**Clock nets**

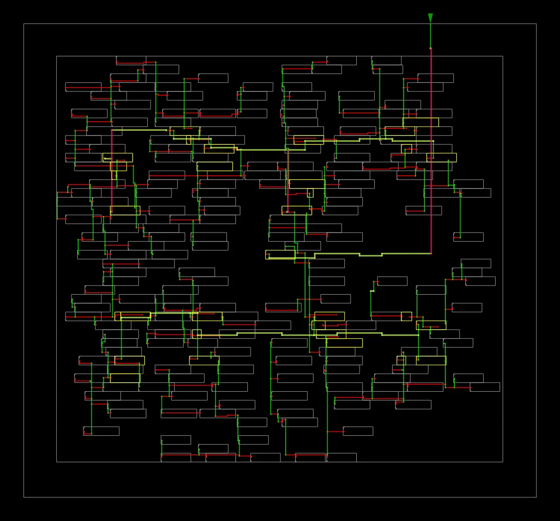
**Metal 4**

(4 px per um) Supply wires on this layer in gray.
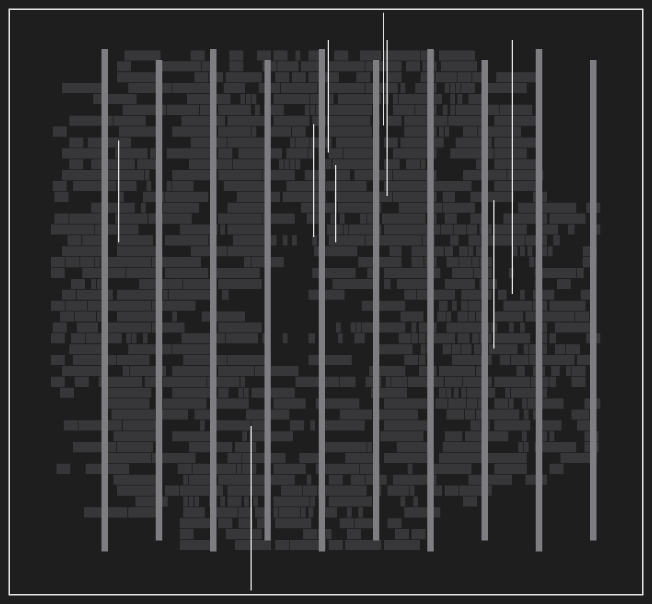
**Metal layers overlaid**

(3 px per um)
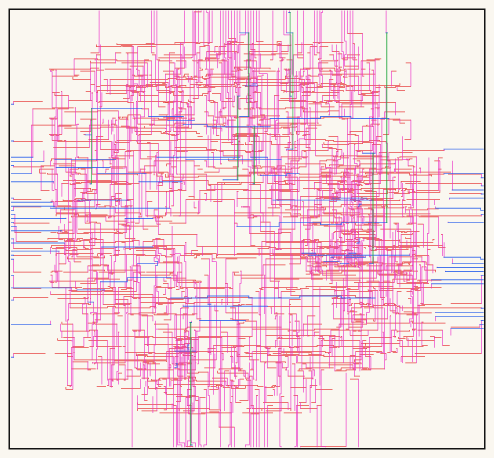
**Register map, names as in the netlist**

(3 px per um) Other sequential cells in the stronger gray, the rest of the logic in the fainter gray.
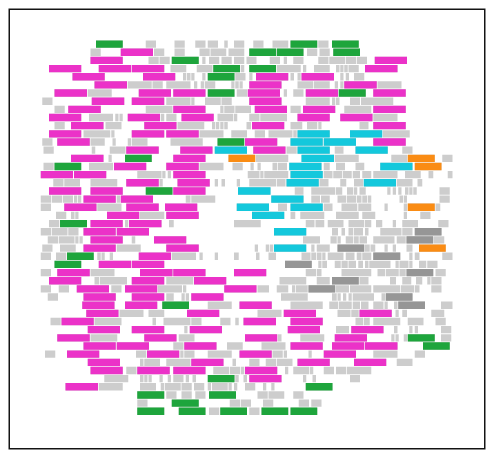
==> config.mk <==
export PLATFORM = sky130hd
export DESIGN_NAME = riscv_rf_wb_arbiter
export DESIGN_NICKNAME = d
export VERILOG_FILES = /design/src/rtl/riscv_rf_wb_arbiter.sv
export SDC_FILE = /design/constraint.sdc
export NUM_CORES = 1
export LEC_CHECK = 0
export ABC_CLOCK_PERIOD_IN_PS = 4700
export CORE_AREA = 10 10 148 136
export CTS_CLUSTER_SIZE = 14
export DETAILED_ROUTE_END_ITERATION = 6
export DIE_AREA = 0 0 158 146
export GPL_TIMING_DRIVEN = 0
export PLACE_DENSITY = 0.74
export SLEW_MARGIN = 20
export SYNTH_ARGS = -nofsm -noshare
export SYNTH_HDL_FRONTEND = slang
export SYNTH_SLANG_ARGS = --single-unit
export TNS_END_PERCENT = 10
==> constraint.sdc <==
create_clock -name clk -period 4.7 [get_ports clk]
set_input_delay 1.41 -clock clk [delete_from_list [all_inputs] [get_ports clk]]
set_output_delay 1.41 -clock clk [all_outputs]
set_load 0.05 [all_outputs]
==> out/qor.txt <==
number of flip-flops in the largest register = 128
share of total power in the clock network = 22.7%
largest net degree at the start of global routing = 31
non-filler instance count after layout = 882
flip-flops = 195
TritonCTS clock tree = done
CTS Hold Buffers Added = 0
total power = 6.88 mW
Hold Path Depth = 1
Post-Place Worst Slack = -0.459 ns
number of global-route vias before repair = 5234
CP startpoint kind = input port
Min Hold Slack = 0.456 ns
Logic family by area = multiplexers
drt drc = 0
Well Taps = 216
switching pwr = 2.47 mW
Synth-to-Final Area Change = 26.3%
R2R setup slack = 0.63 ns
power per cell area = 650 mW/mm^2
most instantiated logic cells after routing = 148 x edfxtp_1, 114 x clkdlybuf4s50_1, 113 x nand2_1
FP Util = 48.7%
Compound Share, Synth = 2.02%
H-tree lvl count = 4
GR Util met1 = 20.8%
Yosys Instances = 512
Sequential Power Share = 34.4%
P_leak = 4.02 nW
Fin Clk Skew = 0.0110 ns
Mux area share = 16.7%
Placed Cells = 849
Final min period = 4.59 ns
die height = 146 um
Simple-Gate Fraction of Synth Area = 7.44%
GRT Max-Usage Layer = met2
Comb gates = 276
post-synthesis register bit count = 195
Vias per Instance = 5.39
Placed Area = 0.00992 mm^2
final instance area = 0.0106 mm^2
total grt overflow = 0
Top pwr grp = combinational cells
Worst setup EP type = output pin
outcome = complete, no violations
routed wl met2 = 9.79 mm
met2 Use GR = 28.5%
YS warnings = 0
cell count after synthesis = 512
Logic cell area = 0.00256 mm^2
Final setup viols = 0
Peak VDD IR = 0.296 mV
switch share = 35.9%
Commonest cells post-synth = 148 x edfxtp_1, 113 x nand2_1, 47 x dfrtp_1
antenna violations before repair = 0
R2R depth = 18
slowest CP cell = or4_1
critical path required time = 3.29 ns
Comb pwr share = 43.0%
dominant class by area = registers
core footprint = 0.0172 mm^2
Back to the opening pictures, 'clock nets':
Clock Power: 1.56 mW
Num CTS Buffers: 17
clk sinks: 195

Back to the opening pictures, 'metal 4':
The wires run mostly vertical. The layer holds 1.6% of the routed length. The layer carries 307 um of wire.
final WL: 18.9 mm
via count: 4750

Back to the opening pictures, 'metal layers overlaid':
Blue is metal 3, wire length 1080 um. Red is metal 1, wire length 7750 um. Magenta is metal 2, wire length 9790 um. Green is metal 4, wire length 307 um.
GRT Total Usage: 17.0%
wire per inst: 21.5 um

Back to the opening pictures, 'register map, names as in the netlist':
Cyan is r_addr, sequential cells 20. Magenta is r_data, sequential cells 128. Green is rf_data_in, sequential cells 32. Orange is rf_wr_addr, sequential cells 5.
Another 10 sequential cells are not colored.
P_seq: 2.37 mW
final core occ: 61.5%
Seq area share: 53.1%
FF/Latch Area: 0.00562 mm^2

Power figures rest on the tool's default switching activity, not on a simulated workload.
